**Run 1: wiring heat map**

(4 px per µm) The die is cut into 15 by 15 equal tiles; dark blue is low, red is high, scaled to the fullest tile. Values are wire area over tile area, all layers added.
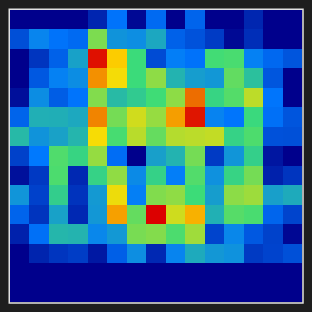
**Run 1: M3 wires**

(6 px per µm) Cells faint in the background.
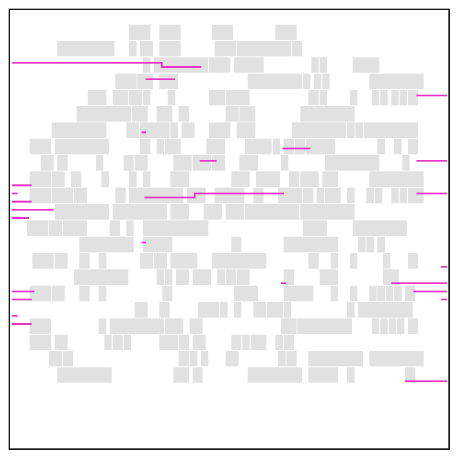
**Run 1: signal wires on met2**

(6 px per µm) Cells faint in the background.
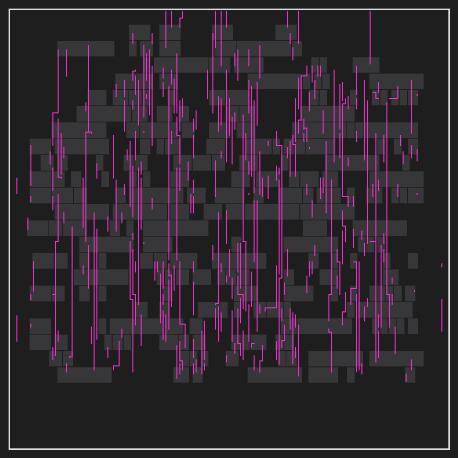
## src/rtl/mac_pkg.sv

```systemverilog
// Shared definitions for the MAC-array sequencer.
//   state_e      sequencer states
//   FX_*         Q16.16 word layout used by the MAC cells
//   DEF_MAX_LEN  default maximum dot-product length
package mac_pkg;

  localparam int FX_INT      = 16;
  localparam int FX_FRAC     = 16;
  localparam int FX_W        = FX_INT + FX_FRAC;
  localparam int DEF_MAX_LEN = 256;

  typedef enum logic [2:0] {
    IDLE,
    CLEAR,
    RUN,
    DRAIN,
    DONE
  } state_e;

endpackage

```

## src/rtl/lat_pipe.sv

```systemverilog
// Valid-bit shift register that mirrors the operand memory read latency.
// Ports:
//   clk, rst_n  clock, async active-low reset
//   flush_i     synchronous clear of every stage (wins over in_i)
//   in_i        valid bit entering the pipe
//   tail_o      valid bit leaving the pipe, DEPTH cycles after in_i
//   empty_o     no valid bit behind the tail stage, so the pipe is empty
//               next cycle unless in_i is set
module lat_pipe #(
  parameter int DEPTH = 1
) (
  input  logic clk,
  input  logic rst_n,
  input  logic flush_i,
  input  logic in_i,
  output logic tail_o,
  output logic empty_o
);

  // Every stage except the tail.
  localparam logic [DEPTH-1:0] BODY_MASK = {DEPTH{1'b1}} >> 1;

  logic [DEPTH-1:0] pipe_q, pipe_d;

  always_comb begin
    pipe_d = (pipe_q << 1) | DEPTH'(in_i);
    if (flush_i) pipe_d = '0;
  end

  always_ff @(posedge clk or negedge rst_n) begin
    if (!rst_n) pipe_q <= '0;
    else        pipe_q <= pipe_d;
  end

  assign tail_o  = pipe_q[DEPTH-1];
  assign empty_o = ~|(pipe_q & BODY_MASK);

endmodule

```

## src/rtl/mac_seq_ctrl.sv

```systemverilog
// Sequencer for the parallel Q16.16 MAC array: one dot-product pass per
// accepted start (clear cells, stream operand addresses, enable cells
// RD_LAT cycles after each read, pulse done when results are final).
// Ports:
//   clk, rst_n   clock, async active-low reset
//   start_i      pass request, sampled in IDLE only
//   len_i        pass length 0..MAX_LEN (larger values saturate)
//   hold_i       operand source not ready, suspends address issue
//   abort_i      synchronous cancel, back to IDLE without done
//   busy_o       pass in progress (CLEAR, RUN, DRAIN)
//   mac_clr_o    broadcast clear to the cells
//   mac_en_o     broadcast accumulate enable to the cells
//   rd_en_o      operand read strobe
//   rd_addr_o    operand index, holds its last value between reads
//   done_o       one-cycle pulse, array results are final
//
// state | meaning
// IDLE  | waiting for start
// CLEAR | one-cycle clear of all cells
// RUN   | issuing reads 0..len-1, stalled by hold
// DRAIN | reads in flight still reaching the cells
// DONE  | done pulse, back to IDLE
module mac_seq_ctrl
  import mac_pkg::*;
#(
  parameter int MAX_LEN = DEF_MAX_LEN,
  parameter int RD_LAT  = 1,
  parameter int AW      = $clog2(MAX_LEN)
) (
  input  logic          clk,
  input  logic          rst_n,
  input  logic          start_i,
  input  logic [AW:0]   len_i,
  input  logic          hold_i,
  input  logic          abort_i,
  output logic          busy_o,
  output logic          mac_clr_o,
  output logic          mac_en_o,
  output logic          rd_en_o,
  output logic [AW-1:0] rd_addr_o,
  output logic          done_o
);

  localparam logic [AW:0] LEN_MAX = (AW+1)'(MAX_LEN);

  state_e        state_q, state_d;
  logic [AW:0]   len_q, len_d;
  logic [AW:0]   count_q, count_d;
  logic [AW-1:0] addr_q, addr_d;
  logic          pipe_empty;

  always_ff @(posedge clk or negedge rst_n) begin
    if (!rst_n) begin
      state_q <= IDLE;
      len_q   <= '0;
      count_q <= '0;
      addr_q  <= '0;
    end else begin
      state_q <= state_d;
      len_q   <= len_d;
      count_q <= count_d;
      addr_q  <= addr_d;
    end
  end

  always_comb begin
    state_d   = state_q;
    len_d     = len_q;
    count_d   = count_q;
    addr_d    = addr_q;
    busy_o    = 1'b0;
    mac_clr_o = 1'b0;
    rd_en_o   = 1'b0;
    done_o    = 1'b0;
    unique case (state_q)
      IDLE: begin
        if (start_i) begin
          len_d   = (len_i > LEN_MAX) ? LEN_MAX : len_i;
          state_d = CLEAR;
        end
      end
      CLEAR: begin
        busy_o    = 1'b1;
        mac_clr_o = 1'b1;
        count_d   = '0;
        addr_d    = '0;
        state_d   = (len_q == '0) ? DONE : RUN;
      end
      RUN: begin
        busy_o = 1'b1;
        if (!hold_i) begin
          rd_en_o = 1'b1;
          addr_d  = count_q[AW-1:0];
          count_d = count_q + 1'b1;
          if (count_q + 1'b1 == len_q) state_d = DRAIN;
        end
      end
      DRAIN: begin
        busy_o = 1'b1;
        // Tail holds the final enable this cycle (or already left).
        if (pipe_empty) state_d = DONE;
      end
      DONE: begin
        done_o  = 1'b1;
        state_d = IDLE;
      end
      default: state_d = IDLE;
    endcase
    // Abort overrides every transition, including a start seen in IDLE.
    if (abort_i) state_d = IDLE;
  end

  // Live index while reading, otherwise the last index issued.
  assign rd_addr_o = rd_en_o ? count_q[AW-1:0] : addr_q;

  lat_pipe #(
    .DEPTH (RD_LAT)
  ) u_lat_pipe (
    .clk     (clk),
    .rst_n   (rst_n),
    .flush_i (abort_i),
    .in_i    (rd_en_o),
    .tail_o  (mac_en_o),
    .empty_o (pipe_empty)
  );

endmodule
```

## config.mk

```make
export PLATFORM = sky130hd
export DESIGN_NAME = mac_seq_ctrl
export DESIGN_NICKNAME = d
export VERILOG_FILES = /design/src/rtl/mac_pkg.sv /design/src/rtl/lat_pipe.sv /design/src/rtl/mac_seq_ctrl.sv
export SDC_FILE = /design/constraint.sdc
export NUM_CORES = 1
export LEC_CHECK = 0
export CAP_MARGIN = 25
export CORE_MARGIN = 2
export CORE_UTILIZATION = 35
export CTS_CLUSTER_SIZE = 10
export DETAILED_ROUTE_END_ITERATION = 8
export GPL_ROUTABILITY_DRIVEN = 0
export GPL_TIMING_DRIVEN = 0
export HOLD_SLACK_MARGIN = 0.1
export PLACE_DENSITY_LB_ADDON = 0.12
export SKIP_CTS_REPAIR_TIMING = 1
export SLEW_MARGIN = 10
export SYNTH_ARGS = -nofsm -noshare
export SYNTH_HDL_FRONTEND = slang
export SYNTH_HIERARCHICAL = 1
export SYNTH_SLANG_ARGS = --single-unit
```

## constraint.sdc

```tcl
create_clock -name clk -period 2.5 [get_ports clk]
set_input_delay 0.375 -clock clk [delete_from_list [all_inputs] [get_ports clk]]
set_output_delay 0.375 -clock clk [all_outputs]
set_load 0.03 [all_outputs]
```

==> ci_impl_report.md, run 1 <==
## Implementation flow summary

| Metric | Value |
|---|---|
| Result of the run | `complete, no violations` |
| Worst-path cell chain | `clkdlybuf4s50_1 > or4b_2 > buf_6 > inv_8 > nand2_1 > nand2_1 > clkbuf_2` |
| # clock sinks | `30` |
| Ys cells | `193` |
| Mux share | `0.00674` |
| I/O Buffers | `26` |
| Hold WS | `about 0.13 ns` |
| Syn_area_per_cell | `8.65 µm²` |
| R2R Path End | `state_q[0]` |
| Hpwl dp | `2490 µm` |
| Die Y | `between 70 and 80 µm` |
| Final #Nets | `242` |
| CORE AREA | `about 0.0047 mm²` |
| CTS H-Tree Depth | `2` |
| Clock buffers | `5` |
| Crit-path max cell delay | `roughly 0.63 ns` |
| N_taps | `around 54` |
| Post-Syn Area | `0.00167 mm²` |
| Final Max Slew Viols | `0` |
| Seq/total area | `0.358` |
| Ys Warns | `6` |
| TritonCTS clock tree | `yes` |
| Tool warnings | `26` |
| Setup TNS | `0 ns` |
| Inverters | `3` |
| Distinct cells, synth | `about 47` |
| Post-synthesis sequential element count | `30` |
| Crit Path Max Fanout | `18` |
| Row cnt | `25` |
| HP Class | `in2async` |
| Critical-path top delay cell | `or4b_2` |
| Fmax | `411 MHz` |
| Mapped Cells | `193` |
| FF+latch count | `30` |
| Total CTS buffers | `5` |
| Net Count, Synth | `around 210` |
| Area grow syn2layout | `25.8%` |
| Simple Share, Synth | `0.295` |
| Cell area after layout | `0.00210 mm²` |
| Area fraction in compound gates | `0.137` |
| Async set-reset flop share out of synthesis | `1.00` |
| DR WL/cell | `12.4 µm` |
| R2R setup slack | `0.25 ns` |
| Antenna cells | `0` |
| Logic area | `around 850 µm²` |
| Largest net degree at the start of global routing | `31` |
| Clock buffer depth | `2` |
| Clk root buf | `clkbuf_8` |
| Initial Utilization | `0.358` |
| Pwr/cell area | `823 mW/mm²` |
| Core Util, Final | `0.451` |
| Logic share of the area | `0.404` |
| Top_reg_cell synth | `dfrtp_1` |
| DRT iter0 DRCs | `61` |
| Final hold vios | `0` |
| Signal buf overhead | `0.145` |
| Placed insts | `273` |
| YS chip area | `0.00167 mm²` |
| Total power | `1730 µW` |
| Setup Slack @ Placement | `-0.631 ns` |
| Seq/Total Area, Yosys | `0.449` |
| Final WS setup | `0.0681 ns` |
| Layout cells sized above 1 | `0.162` |
| Critical Path AT | `2.06 ns` |
| Critical Path Start | `hold_i` |
| Area of the die | `0.00534 mm²` |
| Post-synth EDFFs | `0` |
| Comb_multi_in | `151` |
| Clock-cell share | `0.0518` |
| R2R depth | `7` |
| Dpl cell area | `0.00199 mm²` |
| Antenna Nets Post-Route | `0` |
| FF-to-FF Start | `count_q[0]` |
| Biggest regs | `count_q: 9 flops, len_q: 9 flops, addr_q: 8 flops` |
| Drt via density | `4.90` |
| Worst rel slew slack | `0.549` |
| Crit Path Category | `in2out` |
| CP Capture Type | `primary output` |
| Clk ins delay skew pair | `0.28 ns` |
| Top class by area | `combinational gates` |
| Main logic family | `simple AND/OR/NAND/NOR gates` |
| Grt ovf | `0` |
| MaxCap Viol Count | `0` |
| Count of boundary I/O pins | `27` |
| XOR Share, Synth | `0.0577` |
About 'wiring heat map':
fullest tile = 0.35
mean over tiles = 0.10
tiles over half the peak = 24%
emptiest ninth of the die = bottom left
nearly empty tiles = 23%
total track usage: 0.144
Vias: 1383
final wirelength: 3500 µm

About 'M3 wires':
wire length on this layer = 131 µm
longest straight run = 24.8 µm
share of all routed wire = 3.7%
main direction = horizontal
GR Layer Usage met3: 0.0345

About 'signal wires on met2':
main direction = vertical
share of all routed wire = 45%
longest straight run = 38.1 µm
grt met2 use: 0.223

## run 1: critical path, delay by kind of cell
family / cells / cell delay (ns)
buf+inv: 4 / 0.88
simple gates: 3 / 0.79
## run 1: cells in the final DEF (no fill, tap or decap), drive strengths merged, types with 3 or more instances in the layout
cell            n
inv             3
xor2            6
a31oi           3
xnor2           5
nand2b          8
nor3            5
nand3           3
nor2            9
nor4            3
nand2          57
o21ai          19
nor2b           3
dfrtp          30
clkdlybuf4s50  16
clkbuf         12
buf            12
## run 1: layer usage
| metal | track usage | wire [µm] |
|---|---|---|
| met4 | 0.0617 | 56 |
| met3 | 0.0345 | 130 |
| met1 | 0.190 | 1740 |
| met2 | 0.223 | 1580 |
| met5 | 0 | 0 |
## run 1: power by group
part	leakage (µW)	switching, µW	internal (µW)
clock network	0.0000579	190	293
registers	0.000404	109	576
logic	0.000548	314	246
## run 1: synth_stat cells (all sizes together) (2+ instances only)
| library cell | instances | share of area |
|---|---|---|
| o21ai | 19 | 0.057 |
| clkbuf | 5 | 0.018 |
| a21oi | 2 | 0.0060 |
| a22o | 2 | 0.010 |
| nor3 | 5 | 0.018 |
| dfrtp | 30 | 0.45 |
| a31oi | 3 | 0.011 |
| buf | 4 | 0.019 |
| nand2 | 57 | 0.13 |
| nand2b | 8 | 0.030 |
| nand4 | 2 | 0.0075 |
| nor2b | 3 | 0.016 |
| xnor2 | 5 | 0.026 |
| nor3b | 2 | 0.0090 |
| inv | 2 | 0.0045 |
| xor2 | 6 | 0.031 |
| nand3 | 3 | 0.0090 |
| nor4 | 3 | 0.011 |
| nor2 | 9 | 0.022 |
| and2 | 2 | 0.0075 |
| or3 | 2 | 0.0075 |
| o31ai | 2 | 0.0090 |
==> run 1 -> run 2 <==
Settings changed: SLEW_MARGIN 10 to 20, TNS_END_PERCENT set to 30.
**Run 2: signal wires on met2**

(6 px per µm) Cells faint in the background.
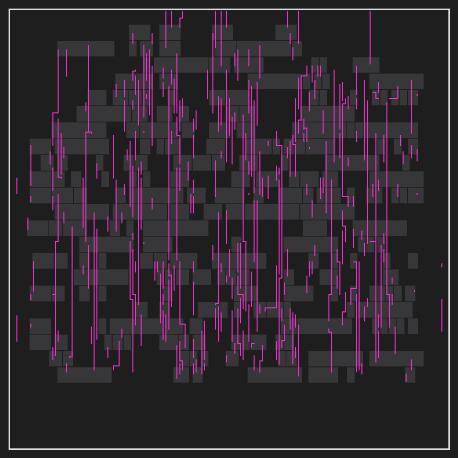
nets with wire on the layer = 173
main direction = vertical
share of all routed wire = 45%

==> run 2 against run 1 <==
  * Final area stayed put
  * Final cell count stayed put
  * Die size stayed put
  * Setup slack stayed put
  * Count of clock-buffer cells in the layout stayed put
==> ci_impl_report.md, run 2 <==
## Implementation flow summary

| Metric | Value |
|---|---|
| Vias | `1383 (unchanged)` |
| Main logic family | `simple AND/OR/NAND/NOR gates` |
| Area grow syn2layout | `25.8% (unchanged)` |
| Clk ins delay skew pair | `0.28 ns (about the same)` |
| Fill count | `480` |
| YS chip area | `0.00167 mm² (unchanged)` |
| Met1 WL | `1740 µm (unchanged)` |
| Total CTS buffers | `5 (unchanged)` |
| Most frequent cells in the layout | `nand2_1, dfrtp_1, o21ai_0` |
| FF-to-FF Start | `count_q[0]` |
| Simple Share, Synth | `0.295 (unchanged)` |
| Top sig layer | `met4` |
| Grt ovf | `0 (unchanged)` |
| # clock sinks | `30 (unchanged)` |
| Clk root buf | `clkbuf_8` |
| CP Capture Type | `primary output` |
| WL met2 | `1580 µm (unchanged)` |
| Logic area | `850 µm² (unchanged)` |
| Final wirelength | `3500 µm (unchanged)` |
| Crit Path Max Fanout | `18 (unchanged)` |
| Area leader, netlist | `dfrtp_1` |
| Sw Pwr | `613 µW (unchanged)` |
| Initial Utilization | `0.358 (unchanged)` |
| Ys Warns | `6 (unchanged)` |
| Power Internal | `1120 µW (unchanged)` |
| Area of the die | `0.00534 mm² (unchanged)` |
| Post-Syn Area | `0.00167 mm² (unchanged)` |
| Mux share | `0.00674 (unchanged)` |
| Largest net degree at the start of global routing | `31 (unchanged)` |
| Post-synth top area share | `0.449 (unchanged)` |
| DR WL/cell | `12.4 µm (unchanged)` |
| Synth area leaders | `dfrtp_1, nand2_1, o21ai_0` |
| Top_reg_cell synth | `dfrtp_1` |
| Most frequent cells after synthesis | `nand2_1, dfrtp_1, o21ai_0, nand2b_1, nor2_1` |
| Fmax | `411 MHz (unchanged)` |
| Setup TNS | `0 ns (unchanged)` |
| Area fraction in compound gates | `0.137 (unchanged)` |
| Distinct cells, synth | `47 (unchanged)` |
| Final #Nets | `242 (unchanged)` |
| WL met3 | `130 µm (unchanged)` |
| Die Y | `73.1 µm (unchanged)` |
| Row cnt | `25 (unchanged)` |
| Layout cells sized above 1 | `0.162 (unchanged)` |
| HP Class | `in2async` |
| I/O Buffers | `26 (unchanged)` |
| Power share of the combinational group | `0.324 (about the same)` |
| Sw Ratio | `0.355 (unchanged)` |
| Post-synth EDFFs | `0 (unchanged)` |
| Seq/Total Area, Yosys | `0.449 (unchanged)` |
| Antenna cells | `0 (unchanged)` |
| Count of boundary I/O pins | `27 (unchanged)` |
| Clock share of power | `0.279 (about the same)` |
| Final Max Slew Viols | `0 (unchanged)` |
| Pwr/cell area | `823 mW/mm² (unchanged)` |
| Total track usage | `0.144 (unchanged)` |
| Net Count, Synth | `208 (unchanged)` |
| Ys cells | `193 (unchanged)` |
| Async set-reset flop share out of synthesis | `1.00 (unchanged)` |
| Final hold vios | `0 (unchanged)` |
| Reg power frac | `0.397 (about the same)` |
| TritonCTS clock tree | `yes` |
| Minimum clock period | `2.43 ns` |
| Biggest regs | `count_q: 9 flops, len_q: 9 flops, addr_q: 8 flops` |
| Post-synthesis sequential element count | `30 (unchanged)` |
| Antenna Nets Post-Route | `0 (unchanged)` |
| Hpwl dp | `2490 µm (unchanged)` |
| Worst rel slew slack | `0.549 (unchanged)` |
| Critical Path AT | `2.06 ns (about the same)` |
| MaxCap Viol Count | `0 (unchanged)` |
| CORE AREA | `0.00466 mm² (unchanged)` |
| Most frequent logic cell in the layout | `nand2_1` |
| Die Wd | `around 73 µm` |
| CTS H-Tree Depth | `2 (unchanged)` |
| Drt via density | `4.90 (unchanged)` |
| Clock buffer depth | `2 (unchanged)` |
| Tool warnings | `26 (unchanged)` |
| Placed insts | `273 (unchanged)` |
| Crit Path Category | `in2out` |
| DRT iter0 DRCs | `61 (unchanged)` |
| Mapped Cells | `193 (unchanged)` |
| Syn_area_per_cell | `8.65 µm² (unchanged)` |
| Result of the run | `complete, no violations` |
| Critical Path Start | `hold_i` |
| Synth top cell by count | `nand2_1` |
| XOR Share, Synth | `0.0577 (unchanged)` |
**Run 2: M3 wires**

(6 px per µm) Cells faint in the background.
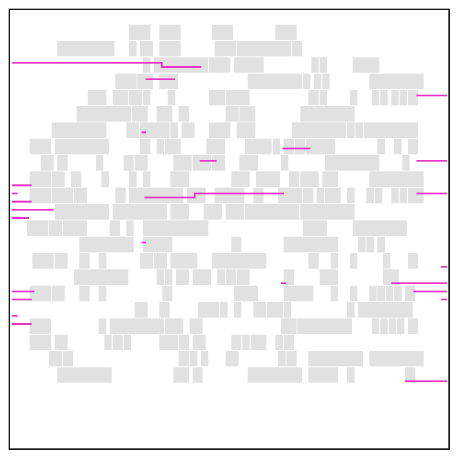
longest straight run = 24.8 µm
wire length on this layer = 131 µm
main direction = horizontal
nets with wire on the layer = 20

run 2: cell counts after synthesis:
Identical to the previous run, type by type.
run 2: worst max-delay path: stages:
cell and delay [ns]:
clkdlybuf4s50_1 0.42, or4b_2 0.63, buf_6 0.16, inv_8 0.11
nand2_1 0.08, nand2_1 0.08, clkbuf_2 0.19
run 2: power by group through the flow:
stage               clock network [µW]  logic (µW)  registers (µW)
floorplan                            0         406             666
global placement                     0         567             691
detailed placement                   0         567             693
CTS                                495         569             685
global route                       517         628             704
finish                             483         560             686
run 2: final timing paths:
path	slack [ns]	cells after the start	to
min in group clk	0.48	2	addr_q[6]
min reg2reg	0.48	2	addr_q[6]
max reg2reg	0.25	7	state_q[0]
max in group asynchronous	1.90	1	state_q[2]
min	0.13	1	addr_q[7]
max	0.07	7	rd_addr_o[6]
run 2: per-layer routing:
| metal | global-route usage | up-vias |
|---|---|---|
| met5 | 0 | - |
| met4 | 0.0617 | 0 |
| met3 | 0.0345 | 8 |
| met2 | 0.223 | 25 |
| met1 | 0.190 | 626 |
| li1 | - | 724 |
run 2: area by class of cell:
| class | count | area share |
|---|---|---|
| tap | 54 | 0.0322 |
| inverter | 3 | 0.00893 |
| sequential | 30 | 0.358 |
| timing repair buffer | 29 | 0.117 |
| multi-input combinational | 151 | 0.404 |
| buffer | 7 | 0.0280 |
| clock buffer | 5 | 0.0328 |
| clock inverter | 3 | 0.0191 |
run 2: metrics by stage:
step	hold slack (ns)	instance area [µm²]	utilization	total power [µW]	setup slack (ns)
6_report	0.128	2100	0.451	1730	0.0681
5_1_grt	0.176	2100	0.451	1850	-0.0154
4_1_cts	0.158	2100	0.451	1750	-0.699
3_5_place_dp	0.460	1990	0.428	1260	-0.631
3_3_place_gp	0.457	2000	0.429	1260	-0.649
2_1_floorplan	0.0794	1670	-	1070	0.162
==> run 2 -> run 3 <==
Settings changed: SLEW_MARGIN 20 to unset.
**Run 3: congestion heat map**

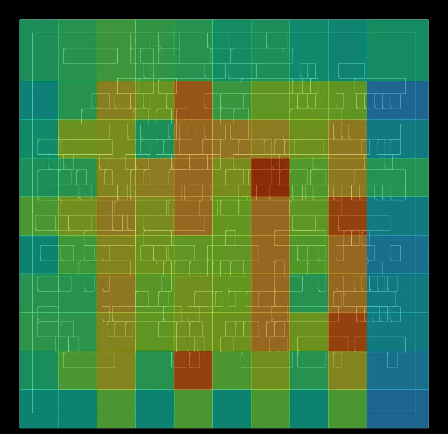
GRT Max-Usage Layer: met2
DR WL/cell: 12.4 µm
GR Util met1: 0.190
Core Util, Final: 0.451

**Run 3: signal wires on met2**

(6 px per µm) Cells faint in the background.
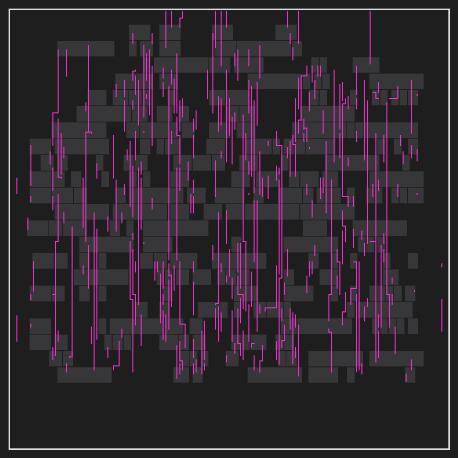
wire length on this layer = 1580 µm
share of all routed wire = 45%

==> run 3 against run 2 <==
  * Utilization did not move
  * Register-to-register slack hardly changed
  * Sequential share of layout area stayed put
  * Critical endpoint unchanged
  * Sequential cell count stayed put
  * Synthesized cell count unchanged
  * Clock power about the same
  * Count of clock-buffer cells in the layout is the same
  * Combinational power is essentially flat
  * Largest cell class unchanged
  * Largest power group unchanged
  * Routed wire length unchanged
  * Hold slack did not move
==> ci_impl_report.md, run 3 <==
## Implementation flow summary

| Metric | Value |
|---|---|
| DRT iter0 DRCs | `61 (unchanged)` |
| Sw Pwr | `613 µW (unchanged)` |
| Logic area | `850 µm² (unchanged)` |
| CORE AREA | `0.00466 mm² (unchanged)` |
| Row cnt | `25 (unchanged)` |
| Antenna cells | `0 (unchanged)` |
| Final WS setup | `0.0681 ns (unchanged)` |
| Net Count, Synth | `208 (unchanged)` |
| Clock buffer depth | `2 (unchanged)` |
| Mapped Cells | `193 (unchanged)` |
| Layout cells sized above 1 | `0.162 (unchanged)` |
| Most frequent cells in the layout | `nand2_1, dfrtp_1, o21ai_0` |
| Most frequent logic cell in the layout | `nand2_1` |
| Clk ins delay skew pair | `0.28 ns (about the same)` |
| Peak supply drop | `0.000393 V` |
| Sw Ratio | `0.355 (unchanged)` |
| Critical Path AT | `2.06 ns (about the same)` |
| Minimum clock period | `2.43 ns (unchanged)` |
| Register area | `~750 µm²` |
| Grt ovf | `0 (unchanged)` |
| Ys cells | `193 (unchanged)` |
| Synth area leaders | `dfrtp_1, nand2_1, o21ai_0` |
| Clock share of power | `0.279 (about the same)` |
| Result of the run | `complete, no violations` |
| Crit Path Max Fanout | `18 (unchanged)` |
| Global-route wire length before repair | `approximately 5900 µm` |
| Period utilization | `0.973` |
| Vias in the first global route | `~1300` |
| Top_reg_cell synth | `dfrtp_1` |
| Worst rel slew slack | `0.549 (unchanged)` |
| Initial antenna violation count | `0` |
| Final Max Slew Viols | `0 (unchanged)` |
| Post-synth top area share | `0.449 (unchanged)` |
| Power Internal | `1120 µW (unchanged)` |
| Crit-path max cell delay | `0.63 ns (about the same)` |
| Final hold vios | `0 (unchanged)` |
| Total CTS buffers | `5 (unchanged)` |
| CTS H-Tree Depth | `2 (unchanged)` |
| Final wirelength | `3500 µm (unchanged)` |
| Area of the die | `0.00534 mm² (unchanged)` |
| Initial Utilization | `0.358 (unchanged)` |
| Setup Slack @ Placement | `-0.631 ns (unchanged)` |
| WP data required | `2.12 ns` |
| Count of boundary I/O pins | `27 (unchanged)` |
| Final #Nets | `242 (unchanged)` |
| Seq/Total Area, Yosys | `0.449 (unchanged)` |
| CTS clk-pin slew, worst paths | `0.06 ns` |
| Slew @ Worst Pin | `0.676 ns` |
| Most frequent cells after synthesis | `nand2_1, dfrtp_1, o21ai_0, nand2b_1, nor2_1` |
| YS chip area | `0.00167 mm² (unchanged)` |
| Largest net degree at the start of global routing | `31 (unchanged)` |
| Placed insts | `273 (unchanged)` |
| I/O Buffers | `26 (unchanged)` |
| Cell area after layout | `0.00210 mm² (unchanged)` |
| Syn_area_per_cell | `8.65 µm² (unchanged)` |
| # clock sinks | `30 (unchanged)` |
| Pleak | `0.00101 µW` |
| Drt via density | `4.90 (unchanged)` |
| Die Wd | `73.1 µm (unchanged)` |
| CP Launch Type | `input port` |
| Final Instance Count excl. Fillers | `282` |
| Clk root buf | `clkbuf_8` |
| Die Y | `73.1 µm (unchanged)` |
| TritonCTS clock tree | `yes` |
| DRC Markers | `0` |
| HP Class | `in2async` |
| Post-synth EDFFs | `0 (unchanged)` |
| Final clock skew | `0.00268 ns` |
| Hold WS | `0.128 ns (unchanged)` |
| Synth top cell by count | `nand2_1` |
| Worst-path cell chain | `clkdlybuf4s50_1 > or4b_2 > buf_6 > inv_8 > nand2_1 > nand2_1 > clkbuf_2` |
| Post-synthesis sequential element count | `30 (unchanged)` |
| Total power | `1730 µW (unchanged)` |
| Setup TNS | `0 ns (unchanged)` |
| Reg power frac | `0.397 (about the same)` |
| Vias | `1383 (unchanged)` |
| Critical-path top delay cell | `or4b_2` |
| Dpl cell area | `0.00199 mm² (unchanged)` |
| Fmax | `411 MHz (unchanged)` |
| Area leader, netlist | `dfrtp_1` |
| CP Capture Type | `primary output` |
| Crit Path Category | `in2out` |
| Hpwl dp | `2490 µm (unchanged)` |
| Tool warnings | `26 (unchanged)` |
| Post-Syn Area | `0.00167 mm² (unchanged)` |
| Total track usage | `0.144 (unchanged)` |
| Distinct cells, synth | `47 (unchanged)` |
| Area grow syn2layout | `25.8% (unchanged)` |
| Biggest regs | `count_q: 9 flops, len_q: 9 flops, addr_q: 8 flops` |
| Power share of the combinational group | `0.324 (about the same)` |
| Antenna Nets Post-Route | `0 (unchanged)` |
| Ys Warns | `6 (unchanged)` |
| Final setup vio count | `0` |
| Async set-reset flop share out of synthesis | `1.00 (unchanged)` |
| MaxCap Viol Count | `0 (unchanged)` |
| Pwr/cell area | `823 mW/mm² (unchanged)` |
| Drt pass-1 iters | `4` |
| Cell mode on critical path | `nand2_1` |
| Fill count | `480 (unchanged)` |
[run 3: cell counts after synthesis]
Identical to the previous run, type by type.
[run 3: worst max-delay path, delay by kind of cell]
kind,cells,cell delay [ns]
AND/OR/NAND/NOR,3,0.79
buffers and inverters,4,0.88
[run 3: cell type report]
type | count | area share
Buffer | 7 | 0.0280
Tap cell | 54 | 0.0322
Timing Repair Buffer | 29 | 0.117
Clock inverter | 3 | 0.0191
Inverter | 3 | 0.00893
Multi-Input combinational cell | 151 | 0.404
Sequential cell | 30 | 0.358
Clock buffer | 5 | 0.0328
[run 3: per-layer routing]
metal	global-route usage	share of wire	wire, µm
met1	0.190	0.50	1740
met2	0.223	0.45	1580
met3	0.0345	0.037	130
met4	0.0617	0.016	56
met5	0	0	0
[run 3: cells by family (layout without fill, tap and decap cells)]
family	count (synthesis)	in the layout	synth area share
AOI/OAI and AO/OA	36	36	0.137
xor gates and xnor gates	11	11	0.0577
adders and majority gates	1	1	0.00749
buffers and inverters	12	47	0.0442
DFF	30	30	0.449
muxes	1	1	0.00674
other	1	1	0.00225
and+or+nand+nor	101	101	0.295
[run 3: power by group through the flow]
stage	sequential (µW)	clock [µW]	combinational, µW
finish	686	483	560
global route	704	517	628
CTS	685	495	569
detailed placement	693	0	567
global placement	691	0	567
floorplan	666	0	406
[run 3: final timing paths]
path | cells past startpoint | startpoint | end | slack (ns)
setup / recovery | 7 | hold_i | rd_addr_o[6] | 0.07
hold / removal | 1 | rst_n | addr_q[7] | 0.13
setup reg to reg | 7 | count_q[0] | state_q[0] | 0.25
hold reg to reg | 2 | addr_q[6] | addr_q[6] | 0.48
max in group asynchronous | 1 | rst_n | state_q[2] | 1.90
min in group clk | 2 | addr_q[6] | addr_q[6] | 0.48
Power is estimated from default activity; no workload was simulated.
